===== src/rtl/apb_slave_regfile.sv =====
// apb_slave_regfile: APB completer holding DEPTH 8-bit read/write registers
// at addresses 0..DEPTH-1 and a read-only ID register at 8'hFF. WAIT_STATES
// access cycles are inserted before P_ready. All outputs are registered.
// Optional feature macro: APB_SLAVE_REGFILE_SLVERR_EN. When it is defined,
// P_slverr flags unmapped accesses and writes to the ID register. When it is
// undefined, P_slverr is tied to 0.
// Handshake: a transfer is accepted in IDLE on a setup phase
// (P_sel=1, P_enable=0). It completes on the rising edge where
// P_sel & P_enable & P_ready are all 1. Dropping P_sel before that edge
// aborts the transfer, and no write is performed.
module apb_slave_regfile #(
  parameter int         DEPTH       = 16,
  parameter int         WAIT_STATES = 0,
  parameter logic [7:0] ID_VALUE    = 8'hA5
) (
  input  logic       P_clk,
  input  logic       P_reset_n,
  input  logic       P_sel,
  input  logic       P_enable,
  input  logic       P_write,
  input  logic [7:0] P_addr,
  input  logic [7:0] P_wdata,
  output logic [7:0] P_rdata,
  output logic       P_ready,
  output logic       P_slverr
);

  typedef enum logic [1:0] {
    S_IDLE  = 2'd0,
    S_WAIT  = 2'd1,
    S_READY = 2'd2
  } state_t;

  typedef enum logic [1:0] {
    CLS_RW  = 2'd0,
    CLS_RO  = 2'd1,
    CLS_UNM = 2'd2
  } cls_t;

  localparam logic [3:0] WS     = 4'(WAIT_STATES);
  localparam logic [8:0] DEPTH9 = 9'(DEPTH);

  state_t     state;
  state_t     state_nxt;
  cls_t       cls;
  cls_t       cls_now;
  logic [3:0] wait_cnt;
  logic [7:0] regs [DEPTH];
  logic [7:0] rd_src;
  logic       load;
  logic       complete;
  logic       wr_commit;

  // Classify the address currently on the bus.
  always_comb begin
    cls_now = CLS_UNM;
    if ({1'b0, P_addr} < DEPTH9) begin
      cls_now = CLS_RW;
    end else if (P_addr == 8'hFF) begin
      cls_now = CLS_RO;
    end
  end

  // Read data source: register file, ID constant, or zero for unmapped space.
  always_comb begin
    rd_src = 8'h00;
    for (int i = 0; i < DEPTH; i++) begin
      if (P_addr == 8'(i)) begin
        rd_src = regs[i];
      end
    end
    if (P_addr == 8'hFF) begin
      rd_src = ID_VALUE;
    end
  end

  // State register.
  always_ff @(posedge P_clk) begin
    if (!P_reset_n) begin
      state <= S_IDLE;
    end else begin
      state <= state_nxt;
    end
  end

  // Next-state logic. P_enable without a setup phase is ignored in IDLE.
  always_comb begin
    state_nxt = state;
    case (state)
      S_IDLE: begin
        if (P_sel && !P_enable) begin
          state_nxt = (WS == 4'd0) ? S_READY : S_WAIT;
        end
      end
      S_WAIT: begin
        if (!P_sel) begin
          state_nxt = S_IDLE;
        end else if (P_enable && wait_cnt == 4'd1) begin
          state_nxt = S_READY;
        end
      end
      S_READY: begin
        if (!P_sel || (P_enable && P_ready)) begin
          state_nxt = S_IDLE;
        end
      end
      default: state_nxt = S_IDLE;
    endcase
  end

  // Response data is captured on the edge that enters READY.
  // A write is committed only when a legal RW transfer completes.
  assign load      = (state_nxt == S_READY) && (state != S_READY);
  assign complete  = (state == S_READY) && P_sel && P_enable && P_ready;
  assign wr_commit = complete && P_write && (cls == CLS_RW);

  // Registered outputs, wait counter, latched address class and register file.
  always_ff @(posedge P_clk) begin
    if (!P_reset_n) begin
      P_ready  <= 1'b0;
      P_rdata  <= 8'h00;
      wait_cnt <= 4'd0;
      cls      <= CLS_UNM;
      for (int i = 0; i < DEPTH; i++) begin
        regs[i] <= 8'h00;
      end
    end else begin
      if (state == S_IDLE && P_sel && !P_enable) begin
        cls      <= cls_now;
        wait_cnt <= WS;
      end else if (state == S_WAIT && P_sel && P_enable) begin
        wait_cnt <= wait_cnt - 4'd1;
      end
      if (load) begin
        P_ready <= 1'b1;
        P_rdata <= rd_src;
      end else if (state != S_IDLE && state_nxt == S_IDLE) begin
        P_ready <= 1'b0;
      end
      if (wr_commit) begin
        for (int i = 0; i < DEPTH; i++) begin
          if (P_addr == 8'(i)) begin
            regs[i] <= P_wdata;
          end
        end
      end
    end
  end

`ifdef APB_SLAVE_REGFILE_SLVERR_EN
  logic err_now;
  logic slverr_q;

  // The error applies to any unmapped access and to any write of the ID register.
  assign err_now = (cls_now == CLS_UNM) || ((cls_now == CLS_RO) && P_write);

  // The error flag follows the same load and clear timing as P_ready.
  always_ff @(posedge P_clk) begin
    if (!P_reset_n) begin
      slverr_q <= 1'b0;
    end else if (load) begin
      slverr_q <= err_now;
    end else if (state != S_IDLE && state_nxt == S_IDLE) begin
      slverr_q <= 1'b0;
    end
  end

  assign P_slverr = slverr_q;
`else
  assign P_slverr = 1'b0;
`endif

endmodule

===== config.mk =====
export PLATFORM = sky130hd
export DESIGN_NAME = apb_slave_regfile
export DESIGN_NICKNAME = d
export VERILOG_FILES = /design/src/rtl/apb_slave_regfile.sv
export SDC_FILE = /design/constraint.sdc
export NUM_CORES = 1
export LEC_CHECK = 0
export CORE_AREA = 2 2 134 136
export CTS_BUF_LIST = sky130_fd_sc_hd__clkbuf_8 sky130_fd_sc_hd__clkbuf_16
export CTS_CLUSTER_DIAMETER = 150
export DETAILED_ROUTE_END_ITERATION = 8
export DIE_AREA = 0 0 136 138
export PLACE_DENSITY_LB_ADDON = 0.12
export SYNTH_ARGS = -nofsm -noshare
export SYNTH_HDL_FRONTEND = slang
export SYNTH_SLANG_ARGS = --single-unit

===== constraint.sdc =====
create_clock -name P_clk -period 4.2 [get_ports P_clk]
set_clock_uncertainty 0.05 [all_clocks]
set_input_delay 0.84 -clock P_clk [delete_from_list [all_inputs] [get_ports P_clk]]
set_output_delay 0.84 -clock P_clk [all_outputs]
set_load 0.01 [all_outputs]

==> run summary, run 1 <==
Figures from the flow reports.

Outcome:
- The flow ran to the end, and the final reports show no timing, DRC or antenna violations.

Detailed routing:
- The run puts the remaining number of nets flagged by the antenna check after routing at 0.
- Signal nets in the final route climb as high as met4.
- The run puts the count of unresolved DRC violations after routing at 0.
- The run gives the via density per instance as between 5 and 6.
- The run puts the wire length on met2 at between 9 and 10 mm.
- According to the report, the first pass of detailed routing completed in 5 iterations.
- The run puts the starting DRC count in detailed routing at just under 500.
- The run gives the met1 routed wirelength after detailed routing as a little under 9 mm.
- The run gives the final wirelength as 20.0 mm.
- The run gives the sum of met3 wire segment lengths after detailed routing as about 1.1 mm.

CTS:
- No sink is reached through more buffers than the 2 on the longest clock path.
- The run puts the total clock buffers created by CTS at 17.
- TritonCTS built the clock tree.
- The run gives the clock root buffer master as sky130_fd_sc_hd__clkbuf_16.
- Looking at the worst setup and hold paths, the clock pins of their registers show a slew of approximately 60 ps.
- The run puts the count of hold-fix buffers inserted at cts at 0.
- The run puts the number of levels the H-tree was split into at 4.
- The run gives the source-to-sink clock delay at the later pin of the worst-skew pair as 420 ps.
- The run gives the number of post-CTS setup repair buffers as 0.
- The run puts the clock sink count at roughly 150.
- In this run, post-CTS repair resized a total of 0 instances.

Final timing:
- The final max-slew violation count recorded for this run is 0.
- The run puts the aggregate negative setup slack at 0 ps.
- Hold timing on the final database bottoms out at a slack of 440 ps.
- In the finished design, the share of the clock period the worst path needs comes to 0.744.
- The run puts the time the worst path needs with I/O delays and setup at 3120 ps.
- The run gives the relative max-transition margin as 0.531.
- The transition time recorded at the tightest slew-check pin is ~700 ps.
- The final timing report counts setup violations totalling 0.
- The run gives the number of failing hold endpoints at the final stage as 0.
- Setup repair after global routing left no endpoint under its margin.
- The run puts the maximum operating frequency at 320 MHz.
- The worst path meets setup with 1080 ps of slack.

Cells and area:
- The run gives the post-route core utilization as 0.450.
- Counting the clock-network buffers in the layout gives 17.
- Counting plain and timing-repair buffers in the layout gives 50.
- In the final layout, the share of cells above drive strength 1 is 0.122.
- By instance count after routing, the leading logic cell types are sky130_fd_sc_hd__edfxtp_1, sky130_fd_sc_hd__nor2_1, sky130_fd_sc_hd__nand2_1.
- The class occupying the most area after layout is reported as flip-flops and latches.
- The run gives the multi-input combinational area share as 0.293.
- The layout stage reports a final design area of a little under 0.008 mm^2.
- Measured on the final layout, buffering overhead outside the clock network stands at 0.0556.
- The run gives the final sequential cell count as 145.
- The run gives the most common cell after layout, fill and taps aside as sky130_fd_sc_hd__edfxtp_1.
- The run puts the total number of nets in the final design at between 600 and 700.
- The run gives the sequential cell area as between 0.004 and 0.005 mm^2.
- According to the cell report, the number of logic gates is 399.
- The run puts the non-clock inverter instance count of the final layout at 13.
- Registers represent a cell area share of 0.531.
- The run gives the clock buffer and inverter area fraction after layout as 0.0781.
- The run gives the area growth from synthesis to final layout as 15.9%.
- The run gives the non-filler instance count after layout as ~870.
- The run puts the number of filler cells placed in the layout at ~1700.
- The run gives the antenna diode count as 0.
- The run puts the area taken by multi-input logic gates at ~0.0023 mm^2.

Setup path:
- Along the worst path, the maximum fanout reaches 13.
- STA classifies the critical path endpoint as a flip-flop.
- The run gives the count of buffer and inverter cells on the critical path as 1.
- The run gives the critical path launch point type as an input port.
- The run puts the stage delay of the slowest cell on the critical path at around 800 ps.
- The run gives the slowest library cell on the worst path as sky130_fd_sc_hd__or4_1.
- Broken down by cell family, the worst path's largest delay share belongs to simple AND/OR/NAND/NOR gates.
- The run gives the critical path class as in -> reg.
- The run gives the arrival time at the worst endpoint as around 3200 ps.
- The timing report shows the most common cell along the critical path to be sky130_fd_sc_hd__nand2_1.
- The run gives the required time at the worst-slack endpoint as between 4000 and 5000 ps.
- The cell sequence reported for the critical path is clkdlybuf4s50_1 -> or4_1 -> nor2_4 -> nand2_1 -> nand2_1.

Flow run:
- The run puts the number of maximum-capacitance violations at 0.
- The run puts the total number of warnings across the stage logs at 27.

Logic synthesis:
- The run gives the count of yosys warnings during synthesis as 0.
- The run puts the average size of a mapped cell at around 11 um^2.
- Per the synthesis report, the dominant area consumer among library cells is sky130_fd_sc_hd__edfxtp_1.
- The run puts the distinct cell type count of the synthesized netlist at 69.
- Yosys stat counts between 600 and 700 cells in the synthesized netlist.
- After synthesis, the cell types taking the most area are sky130_fd_sc_hd__edfxtp_1, sky130_fd_sc_hd__nor2_1, sky130_fd_sc_hd__dfxtp_1.
- Counting flops and latches in the post-synthesis netlist gives about 150.
- The run gives the leading cell type by number of instances after synthesis as sky130_fd_sc_hd__edfxtp_1.
- Ranked by instance count, the synthesized netlist is headed by sky130_fd_sc_hd__edfxtp_1, sky130_fd_sc_hd__nor2_1, sky130_fd_sc_hd__nand2_1.
- The run gives the cell area after technology mapping as around 0.0068 mm^2.
- Per Yosys stat, the portion of area used by sequential elements is 0.615.
- The run gives the number of instances in the synthesized netlist as 602.
- The run puts the top-area cell type share of the netlist area at 0.565.
- The run gives the number of nets at floorplan as between 600 and 700.
- The run puts the number of enable flip-flop cells at roughly 130.
- The run puts the total cell area reported by yosys after synthesis at approximately 0.0068 mm^2.
- The run puts the proportion of synthesized flip-flops having asynchronous set or reset at 0.
- Per the synth stats, the flop cell with the highest instance count is sky130_fd_sc_hd__edfxtp_1.

Floorplan:
- The run gives the overall die area as approximately 0.019 mm^2.
- The run puts the die boundary height at around 140 um.
- The run puts the area of the core at roughly 0.018 mm^2.
- The run puts the well tap count at 229.
- The run puts the number of standard-cell rows in the floorplan at between 40 and 50.
- The initial utilization of the core area, before any placement, comes to 0.388.
- The run gives the floorplan die width as around 140 um.
- The run puts the I/O pin count at 31.

Global routing:
- The run puts the leftover overflow at the end of global routing at 0.
- The run gives the pin count of the biggest net entering global routing as between 40 and 50.
- The number of global-route vias before repair is approximately 4800.
- The run gives the initial antenna violation count as 0.
- The run gives the first-pass GRT wire length as 29.9 mm.

Place:
- The run gives the port buffer count as 29.
- After its last routability iteration, the placer logged a weighted congestion of 0.902.
- The run puts the number of placed instances, taps included at around 840.
- Per the detailed placement report, the placed cell area equals a little over 0.007 mm^2.
- The run gives the setup slack at placement as between 600 and 700 ps.
- The run puts the HPWL reported at the end of detailed placement at approximately 13 mm.

Power:
- The run puts the leakage power of the design at 2.79 nW.
- The run puts the total design power at around 3.5 mW.
- The run puts the power per cell area at between 400 and 500 mW/mm^2.
- The run gives the worst vdd rail ir drop as around 270 uV.

Hold path:
- The tightest min-delay check is of the reg -> reg type.
## run 1: sequential cells by signal (all words and copies together), names as in the netlist
register / count
wait_cnt: 4
cls: 2
state: 2
P_rdata: 8
regs: 128
P_ready: 1
## run 1: logic make-up (layout without fill, tap and decap cells)
family | Yosys count | after routing | synth area share
AOI/OAI and AO/OA | 131 | 131 | 0.131
xor gates and xnor gates | 3 | 3 | 0.00386
adders and majority gates | 2 | 2 | 0.00368
buffers and inverters | 58 | 94 | 0.0456
DFF | 145 | 145 | 0.615
muxes | 26 | 26 | 0.0399
other | 1 | 1 | 0.000551
and+or+nand+nor | 236 | 236 | 0.161
## run 1: path summary, 6_finish.rpt
check,start,endpoint,slack [ps],depth (start not counted)
hold / removal,P_rdata[4]$_SDFFE_PN0P_,P_rdata[4]$_SDFFE_PN0P_,440,2
hold reg to reg,P_rdata[4]$_SDFFE_PN0P_,P_rdata[4]$_SDFFE_PN0P_,440,2
setup reg to reg,state[1]$_SDFF_PN0_,regs[0][44]$_SDFFCE_PN0P_,1670,6
setup / recovery,P_addr[4],regs[1][2]$_SDFFCE_PN0P_,1080,5
## run 1: per-layer routing
metal,global-route usage,vias up
met5,0,-
met4,0.0685,0
met3,0.0400,24
met2,0.345,177
met1,0.309,2415
li1,-,2256
## run 1: tightest hold or removal path: stages, from the launching register on
cell	delay (ps)
sky130_fd_sc_hd__dfxtp_1	330
sky130_fd_sc_hd__nand3_1	70
sky130_fd_sc_hd__o21ai_1	50
## run 1: power breakdown
group          switching (mW)  internal, mW
sequential             0.0258          1.64
combinational           0.182        0.0851
clock                   0.597         0.990
total                   0.804          2.71
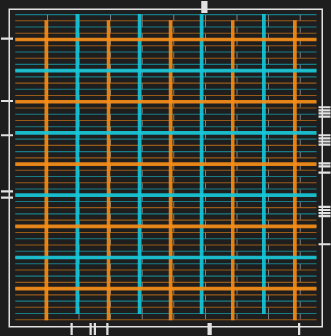
Fig. 1. PDN straps and rails (run 1).
Pins as bars on the die edge. Tap cells in gray.
VSS: drawn in orange. VDD: drawn in cyan.
31 signal pins sit on the boundary. 9 straps on met5. 229 tap cells. The core has 49 rows. 9 straps on met4.

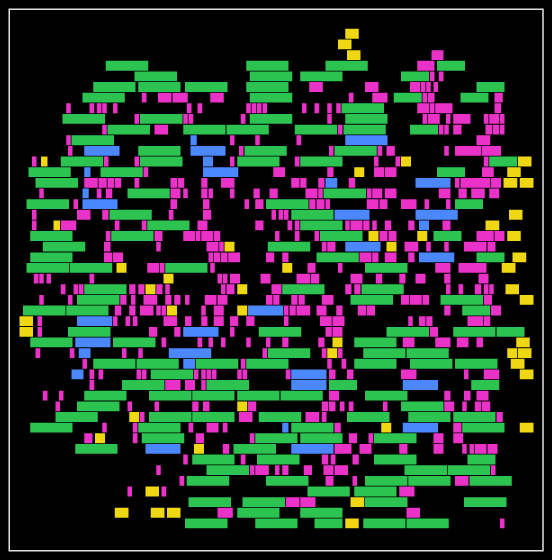
Fig. 2. Placed cells, one color a class (run 1).
clock drivers and dummy loads: drawn in blue, cells 31. all other logic: drawn in magenta, cells 412. other buffers and delay cells: drawn in yellow, cells 50. flip-flops: drawn in green, cells 145.

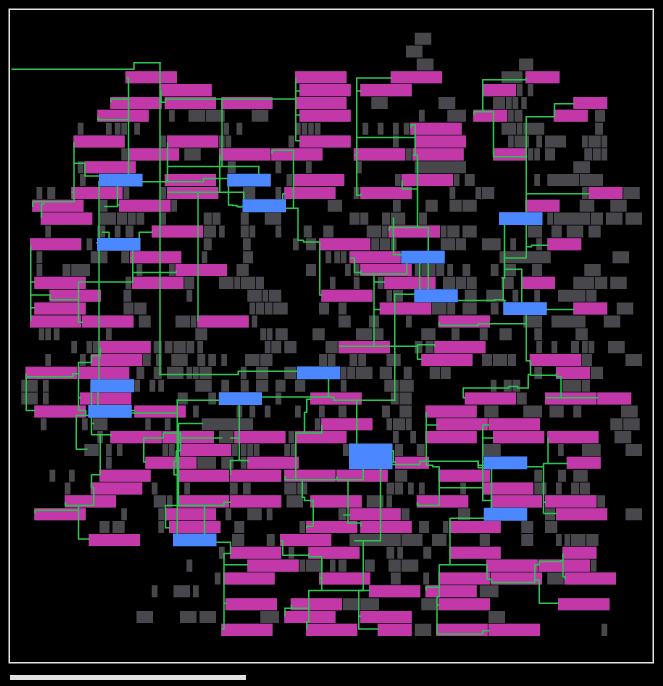
Fig. 3. Routed clock nets over the placement (run 1).
Scale bar: 50 um.
clock wires: drawn in green, length 1850 um. flip-flops: drawn in magenta, count 145. cells driving clock nets: drawn in blue, count 17.
Position of the flops: widely spread. There are 18 routed clock nets.

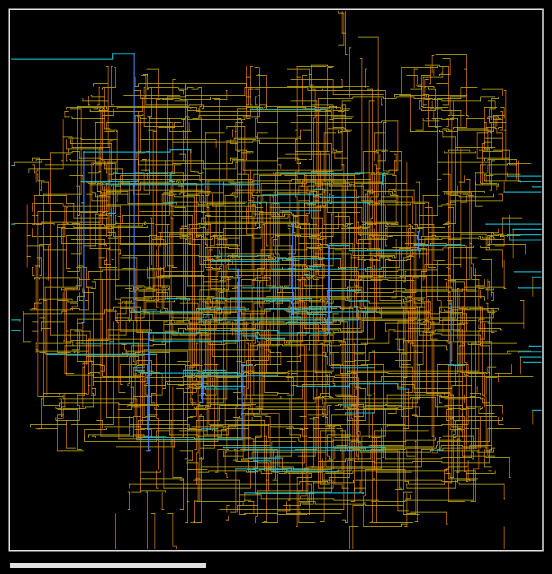
Fig. 4. Metal layers overlaid (run 1).
Scale bar: 50 um.
met2: drawn in orange, wire length 9680 um. met1: drawn in yellow, wire length 8910 um. met3: drawn in cyan, wire length 1140 um. met4: drawn in blue, wire length 284 um.
routed len/inst: 23.1 um
GRT Util Overall: 0.219
total via count in the routed design: 4872

==> inputs of run 2 (changes only) <==
clock period = 3.07 ns   (was 4.2 ns; I/O delays follow)
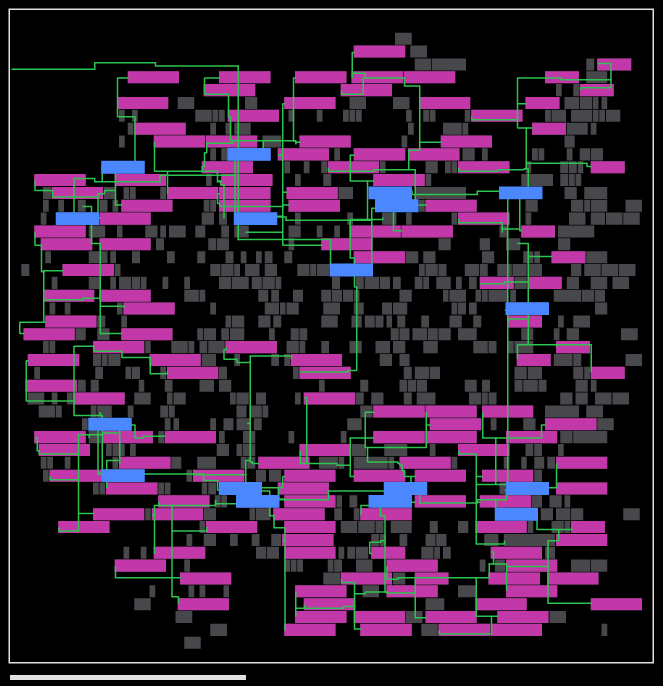
Fig. 5. Routed clock nets over the placement (run 2).
Scale bar: 50 um.
flip-flops: drawn in magenta, count 145. cells driving clock nets: drawn in blue, count 17. clock wires: drawn in green, length 1890 um.
Position of the flops: widely spread.
clock network power: 2.04 mW
clock network latency to the later pin of the worst-skew pair: 420 ps
Clock Power Share: 0.435

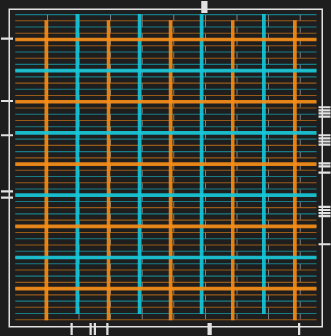
Fig. 6. PDN straps and rails (run 2).
Pins as bars on the die edge. Tap cells in gray.
VSS: drawn in orange. VDD: drawn in cyan.
9 straps on met4. The core has 49 rows. 50 met1 rails follow the rows.

==> run 2 against run 1 <==
  * Routed wire length fell by 0.23%
  * Flip-flop count unchanged
  * Critical path type unchanged
  * Die size did not move
  * Critical path depth increased by 4
  * Synthesized cell count is the same
==> run summary, run 2 <==
Figures from the flow reports.

Outcome:
- Outcome: complete, no violations (unchanged).

Hold path:
- The run gives the path type of the worst min-delay path as reg -> reg (unchanged).
- The run gives the end of the worst hold path as P_rdata[4]$_SDFFE_PN0P_ (unchanged).

Logic synthesis:
- The number of nets at floorplan is 625 (unchanged).
- The run puts the cell count listed in synth_stat.txt at 602 (unchanged).
- The run puts the cell area after technology mapping at 0.00680 mm^2 (unchanged).
- The portion of the post-synthesis area used by sequential elements is 0.615 (unchanged).
- The run puts the count of yosys warnings during synthesis at 0 (unchanged).
- The run gives the post-synthesis register bit count as 145 (unchanged).
- The run puts the proportion of synthesized flip-flops having asynchronous set or reset at 0 (unchanged).
- The cell type with the largest total area is sky130_fd_sc_hd__edfxtp_1 (unchanged).
- The run puts the total cell area reported by yosys after synthesis at 0.00680 mm^2 (unchanged).
- The leading cell type by number of instances after synthesis is sky130_fd_sc_hd__edfxtp_1 (unchanged).
- The distinct cell type count of the synthesized netlist is 69 (unchanged).
- The average size of a mapped cell is 11.3 um^2 (unchanged).

Cells and area:
- Most instantiated logic cells after routing: sky130_fd_sc_hd__edfxtp_1, sky130_fd_sc_hd__nor2_1, sky130_fd_sc_hd__nand2_1 (unchanged).
- Biggest registers after layout: regs (128), P_rdata (8), wait_cnt (4) (unchanged).
- The run puts the area growth from synthesis to final layout at 18.9% (was 15.9%).
- The run gives the total number of nets in the final design as 676 (was 649).
- The run gives the register with the highest flop count as regs (unchanged).

CTS:
- The run puts the clock input transition at the sequential cells of the worst setup and hold paths at 60 ps (about the same).
- The clock tree from TritonCTS was built (unchanged).
- The run gives the count of hold-fix buffers inserted at cts as 0 (unchanged).
- The run gives the number of buffers between clock root and the deepest sink as 2 (unchanged).
- The run puts the total of cells resized after clock tree synthesis at 0 (unchanged).
- The run puts the clock sink count at 145 (unchanged).

Power:
- The run gives the total design power as 4.70 mW (was 3.52 mW).
- The run gives the internal power component as 3.59 mW (was 2.71 mW).
- The run puts the power per cell area at 581 mW/mm^2 (was 446 mW/mm^2).
- The run gives the power share of the combinational group as 0.081 (was 0.076).
- The power spent charging and discharging nets is 1.11 mW (was 0.804 mW).

Global routing:
- The run puts the met1 usage in global routing at 0.303 (was 0.309).
- The met2 usage in global routing was 0.345 (unchanged).
- The first-pass GRT wire length was 30.1 mm (was 29.9 mm).
- The run gives the most used routing layer as met2 (unchanged).
- The leftover overflow at the end of global routing came to 0 (unchanged).
- The run gives the initial antenna violation count as 0 (unchanged).

Setup path:
- The timing endpoint of the critical path is P_rdata[5]$_SDFFE_PN0P_ (was regs[1][2]$_SDFFCE_PN0P_).
- The launch point of the critical path was P_addr[4] (unchanged).
- The run gives the origin of the critical flop-to-flop path as state[1]$_SDFF_PN0_ (unchanged).
- The run puts the required time at the worst-slack endpoint at 3390 ps (was 4240 ps).
- The run puts the worst reg2reg path depth at 6 (unchanged).
- The run gives the highest fanout seen on the critical path as 8 (was 13).

Flow run:
- The run gives the total number of warnings across the stage logs as 27 (unchanged).
- The number of maximum-capacitance violations is 0 (unchanged).

Final timing:
- The number of failing hold endpoints at the final stage is 0 (unchanged).
- The setup violation total in the final timing report came to 0 (unchanged).
- The run gives the actual transition at the worst max-transition pin as 707 ps (was 702 ps).
- The worst path setup slack after routing was 551 ps (was 1080 ps).
- The run gives the time the worst path needs with I/O delays and setup as 2520 ps.

Floorplan:
- The area of the core was 0.0175 mm^2 (unchanged).
- The I/O pin count is 31 (unchanged).
- The number of standard-cell rows in the floorplan came to 49 (unchanged).
- The run gives the overall die area as 0.0188 mm^2 (unchanged).

Detailed routing:
- The starting DRC count in detailed routing is 524 (was 491).
- The run gives the count of unresolved DRC violations after routing as 0 (unchanged).
- The run puts the met1 routed wirelength after detailed routing at 8.65 mm (was 8.91 mm).
- The remaining number of nets flagged by the antenna check after routing came to 0 (unchanged).
- The top layer used by detailed routing was met4 (unchanged).
- The final wirelength came to 20.0 mm (about the same).

Place:
- The run puts the routability congestion estimate from global placement at 0.882 (was 0.902).
- The number of placed instances, taps included is 863 (was 836).
==> run 2: cell counts after synthesis <==
No cell type changed its count.
==> run 2: area by class of cell <==
| type | count | area [um^2] |
|---|---|---|
| Multi-Input combinational cell | 399 | 2310 |
| Fill cell | 1676 | 9450 |
| Inverter | 13 | 48.8 |
| Clock buffer | 18 | 439 |
| Timing Repair Buffer | 77 | 678 |
| Clock inverter | 14 | 141 |
| Tap cell | 229 | 287 |
| Sequential cell | 145 | 4180 |
==> run 2: power by group through the flow <==
stage / Sequential, mW / Combinational [mW] / Clock (mW)
CTS: 2.28 / 0.379 / 2.07
finish: 2.28 / 0.380 / 2.04
detailed placement: 2.32 / 0.379 / 0
floorplan: 2.30 / 0.215 / 0
global placement: 2.32 / 0.375 / 0
global route: 2.28 / 0.408 / 2.15
==> run 2: logic make-up (layout without fill, tap and decap cells) <==
logic type	Yosys count	count (layout)	share of synthesized area
AND/OR/NAND/NOR	236	236	0.161
flip-flops	145	145	0.615
AND-OR/OR-AND	131	131	0.131
buffers and inverters	58	122	0.0456
multiplexers	26	26	0.0399
XOR/XNOR	3	3	0.00386
adder cells (fa/ha/maj)	2	2	0.00368
other	1	1	0.000551
==> run 2: critical path: stages <==
cell and delay, ps:
sky130_fd_sc_hd__clkdlybuf4s50_1 450, sky130_fd_sc_hd__or4_1 540, sky130_fd_sc_hd__buf_4 210, sky130_fd_sc_hd__nor2_4 210, sky130_fd_sc_hd__buf_4 200, sky130_fd_sc_hd__a31oi_1 50
sky130_fd_sc_hd__o22ai_1 260, sky130_fd_sc_hd__a21o_1 190, sky130_fd_sc_hd__o21a_1 120
==> inputs of run 3 (changes only) <==
clock period = 2 ns   (was 3.07 ns; I/O delays follow)
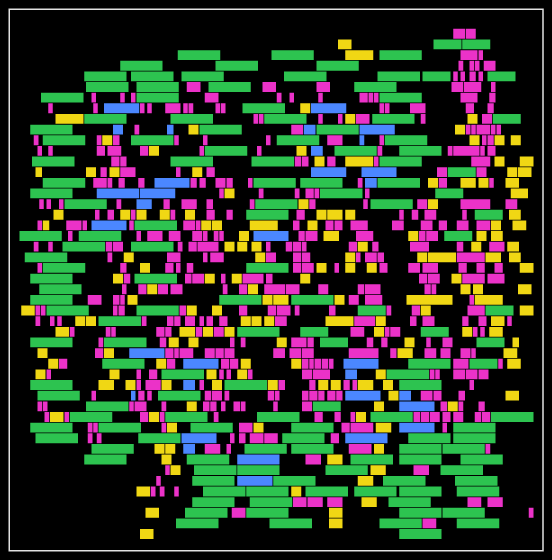
Fig. 7. Placed cells, one color a class (run 3).
all other logic: drawn in magenta, cells 412. other buffers and delay cells: drawn in yellow, cells 161. flip-flops: drawn in green, cells 145. clock drivers and dummy loads: drawn in blue, cells 32.

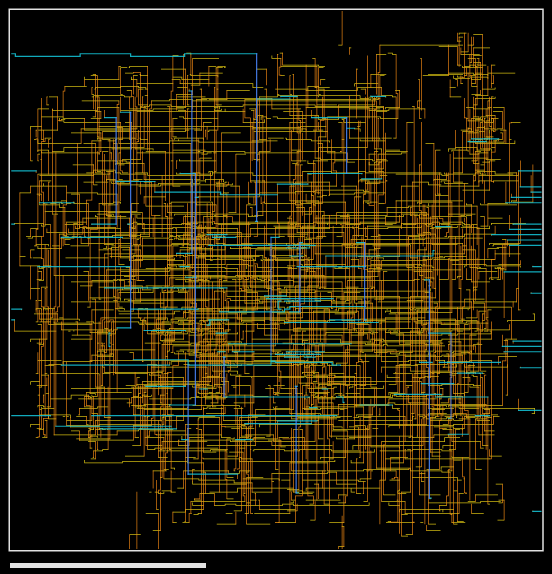
Fig. 8. Metal layers overlaid (run 3).
Scale bar: 50 um.
total via count in the routed design: 5382
GRT Util Overall: 0.231
routed len/inst: 21.6 um
total routed wirelength: 21.1 mm

==> run 3 against run 2 <==
  * Routed wire length is 5.9% higher
  * Flip-flop count stayed put
  * First-iteration DRC count is 12% lower
  * Clock power is 62% higher
  * Area after synthesis stayed put
  * Via count is 8.0% higher
  * Sequential share of layout area is 5.5 points lower
  * Cell count is 9.4% higher
  * Die size stayed put
  * Critical path depth is 1 lower
  * Hold slack better by 23 ps
  * Largest cell class unchanged
==> run summary, run 3 <==
Figures from the flow reports.

CTS:
- The run puts the total clock buffers created by CTS at 17 (unchanged).
- The run puts the number of levels the H-tree was split into at 4 (unchanged).
- The run puts the number of buffers between clock root and the deepest sink at 2 (unchanged).
- The run gives the clock tree from TritonCTS as built (unchanged).
- The run gives the count of hold-fix buffers inserted at cts as 0 (unchanged).
- The clock sink count was 145 (unchanged).
- The clock input transition at the sequential cells of the worst setup and hold paths was 60 ps (about the same).

Logic synthesis:
- The run gives the cell area after technology mapping as 0.00680 mm^2 (unchanged).
- The run gives the number of enable flip-flop cells as 128 (unchanged).
- The cell type with the largest total area is sky130_fd_sc_hd__edfxtp_1 (unchanged).
- The run gives the total cell area reported by yosys after synthesis as 0.00680 mm^2 (unchanged).
- The proportion of synthesized flip-flops having asynchronous set or reset came to 0 (unchanged).
- The run gives the distinct cell type count of the synthesized netlist as 69 (unchanged).
- The run gives the post-synthesis register bit count as 145 (unchanged).
- The run gives the top-area cell type share of the netlist area as 0.565 (unchanged).
- The number of instances in the synthesized netlist is 602 (unchanged).
- Ranking of synthesized cells by area: sky130_fd_sc_hd__edfxtp_1, sky130_fd_sc_hd__nor2_1, sky130_fd_sc_hd__dfxtp_1 (unchanged).
- The run puts the portion of the post-synthesis area used by sequential elements at 0.615 (unchanged).
- The run puts the cell count listed in synth_stat.txt at 602 (unchanged).
- The count of yosys warnings during synthesis is 0 (unchanged).
- The predominant post-synthesis flop cell is sky130_fd_sc_hd__edfxtp_1 (unchanged).
- The leading cell type by number of instances after synthesis is sky130_fd_sc_hd__edfxtp_1 (unchanged).

Floorplan:
- The run puts the die boundary height at 138 um (unchanged).
- The run puts the overall die area at 0.0188 mm^2 (unchanged).
- The floorplan die width is 136 um (unchanged).
- The I/O pin count came to 31 (unchanged).
- The run gives the number of standard-cell rows in the floorplan as 49 (unchanged).
- The effective utilization at floorplan was 0.388 (unchanged).
- The run puts the area of the core at 0.0175 mm^2 (unchanged).

Final timing:
- The run gives the max-slew violation count as 0 (unchanged).
- The run gives the share of the clock period used by the worst path as 0.994.
- The run gives the worst path setup slack after routing as 11.8 ps (was 551 ps).
- The run puts the setup violation total in the final timing report at 0 (unchanged).
- The worst path in the final design needs a cycle of a little under 2000 ps, including I/O delays and setup.
- The run puts the maximum operating frequency at between 500 and 600 MHz.
- The run puts the aggregate negative setup slack at 0 ps (unchanged).

Setup path:
- The run puts the logic depth of the worst path, buffers included at 8 (was 9).
- The run gives the register-to-register path setup slack as 70 ps (was 990 ps).
- The origin of the critical flop-to-flop path is cls[0]$_SDFFE_PN0P_ (was state[1]$_SDFF_PN0_).
- The arrival time at the worst endpoint is 2080 ps (was 2840 ps).
- The kind of cell adding the most delay to the critical path is buffers and inverters (unchanged).
- The endpoint of the worst-slack reg-to-reg timing path is regs[1][52]$_DFFE_PP_ (was regs[1][1]$_SDFFCE_PN0P_).
- The stage delay of the slowest cell on the critical path was 460 ps (was 540 ps).
- The run gives the worst reg2reg path depth as 7 (was 6).
- The run gives the most common cell type on the critical path as sky130_fd_sc_hd__buf_6 (was sky130_fd_sc_hd__buf_4).
- The run puts the required time at the worst-slack endpoint at 2090 ps (was 3390 ps).
- The run gives the critical path launch point type as an input port (unchanged).
- The run gives the count of buffer and inverter cells on the critical path as 4 (was 3).
- The run gives the critical path class as in -> reg (unchanged).
- The highest fanout seen on the critical path is 8 (unchanged).
- The run gives the nature of the critical path endpoint as a flip-flop (unchanged).
- The slowest library cell on the worst path was sky130_fd_sc_hd__clkdlybuf4s50_1 (was sky130_fd_sc_hd__or4_1).
- CP Cell Sequence: clkdlybuf4s50_1 -> nand4b_1 -> nor4_4 -> buf_4 -> buf_6 -> nand2_2 -> o21ai_4 -> buf_6 (was clkdlybuf4s50_1 -> or4_1 -> buf_4 -> nor2_4 -> buf_4 -> a31oi_1 -> o22ai_1 -> a21o_1 -> o21a_1).

Global routing:
- The run gives the number of global-route vias before repair as 5464 (was 4992).
- The run gives the met2 usage in global routing as 0.369 (was 0.345).
- The run gives the leftover overflow at the end of global routing as 0 (unchanged).
- The run gives the first-pass GRT wire length as 31.8 mm (was 30.1 mm).
- The most used routing layer is met2 (unchanged).
- The run gives the initial antenna violation count as 0 (unchanged).
- The met1 usage in global routing was 0.317 (was 0.303).
- The pin count of the biggest net entering global routing was 23 (was 42).

Power:
- The run puts the leakage power of the design at 3.44 nW (was 2.91 nW).
- The run puts the worst vdd rail ir drop at 577 uV (was 405 uV).
- The run gives the power per cell area as 832 mW/mm^2 (was 581 mW/mm^2).

Cells and area:
- The run gives the total number of nets in the final design as 760 (was 676).
- The run puts the number of filler cells placed in the layout at 1621 (was 1676).
- The register with the highest flop count is regs (unchanged).
- The antenna diode count came to 0 (unchanged).
- Most instantiated logic cells after routing: sky130_fd_sc_hd__edfxtp_1, sky130_fd_sc_hd__buf_4, sky130_fd_sc_hd__nor2_1 (was sky130_fd_sc_hd__edfxtp_1, sky130_fd_sc_hd__nor2_1, sky130_fd_sc_hd__nand2_1).
- The run gives the most common cell after layout, fill and taps aside as sky130_fd_sc_hd__edfxtp_1 (unchanged).
- The run puts the post-route core utilization at 0.516 (was 0.461).
- The run gives the proportion of layout cells with a drive suffix above 1 as 0.304 (was 0.156).

Detailed routing:
- The sum of met3 wire segment lengths after detailed routing came to 1.12 mm (was 1.24 mm).
- The starting DRC count in detailed routing is 463 (was 524).
- The run gives the top layer used by detailed routing as met4 (unchanged).
- The run gives the remaining number of nets flagged by the antenna check after routing as 0 (unchanged).
- The number of detailed-routing iterations run before antenna repair is 4 (was 5).
- The met1 routed wirelength after detailed routing was 9.31 mm (was 8.65 mm).
- The wire length on met2 was 10.3 mm (was 9.71 mm).
- The via density per instance came to 5.50 (was 5.57).

Place:
- The run gives the port buffer count as 29 (unchanged).
- The HPWL reported at the end of detailed placement is 15.3 mm (was 13.8 mm).
- The run gives the routability congestion estimate from global placement as 0.936 (was 0.882).
- The setup slack at placement was -648 ps (was 180 ps).

Hold path:
- The path type of the worst min-delay path is reg -> reg (unchanged).
- The hold path startpoint is P_rdata[4]$_SDFFE_PN0P_ (unchanged).
- The run puts the number of stages on the worst hold path at 2 (unchanged).
- The run gives the end of the worst hold path as P_rdata[4]$_SDFFE_PN0P_ (unchanged).

Flow run:
- The run puts the total number of warnings across the stage logs at 29 (was 27).

Outcome:
- Outcome: complete, no violations (unchanged).
## run 3: cell families after synthesis
group / synth area share
compound gates: 0.131
xor+xnor: 0.00386
fa+ha+maj: 0.00368
buf+inv: 0.0456
flops: 0.615
mux: 0.0399
other cells: 0.000551
simple gates: 0.161
## run 3: repair_timing
action | in CTS | in global routing
resized | 18 | 42
pin swaps | 6 | 8
buffers inserted | 5 | 1
endpoints found under the hold margin | 0 | 0
setup endpoints to repair | 115 | 76
gates cloned | 1 | 0
## run 3: report_power, final
group          total [mW]  switching [mW]  internal (mW)  leakage [nW]
sequential           3.50          0.0582           3.44          1.43
clock                3.31            1.33           1.98         0.296
combinational       0.735           0.423          0.312          1.71
## run 3: metrics by stage
step	cell area, um^2	total power, mW	cells
2_1_floorplan	6840	3.87	602
3_3_place_gp	8160	4.25	940
3_5_place_dp	8160	4.26	940
4_1_cts	8890	7.54	978
5_1_grt	9050	7.75	979
6_report	9050	7.54	979
## run 3: area by class of cell
type | count | area, um^2 | share of cell area
sequential | 145 | 4180 | 0.462
clock inverter | 15 | 183 | 0.0202
tap | 229 | 287 | 0.0316
clock buffer | 17 | 425 | 0.0470
inverter | 13 | 48.8 | 0.00539
timing repair buffer | 161 | 1430 | 0.158
multi-input combinational | 399 | 2500 | 0.276
## run 3: worst max path at each step
stage               from  slack (ps)                         to
4_1_cts            P_sel           9      regs[1][43]$_DFFE_PP_
6_report         P_write          10      regs[1][52]$_DFFE_PP_
3_5_place_dp   P_addr[4]        -650    P_rdata[6]$_SDFFE_PN0P_
5_1_grt            P_sel         -20    P_rdata[7]$_SDFFE_PN0P_
2_1_floorplan  P_addr[4]         -80  regs[0][16]$_SDFFCE_PN0P_
3_3_place_gp   P_addr[4]        -640    P_rdata[0]$_SDFFE_PN0P_
Power figures rest on the tool's default switching activity, not on a simulated workload.
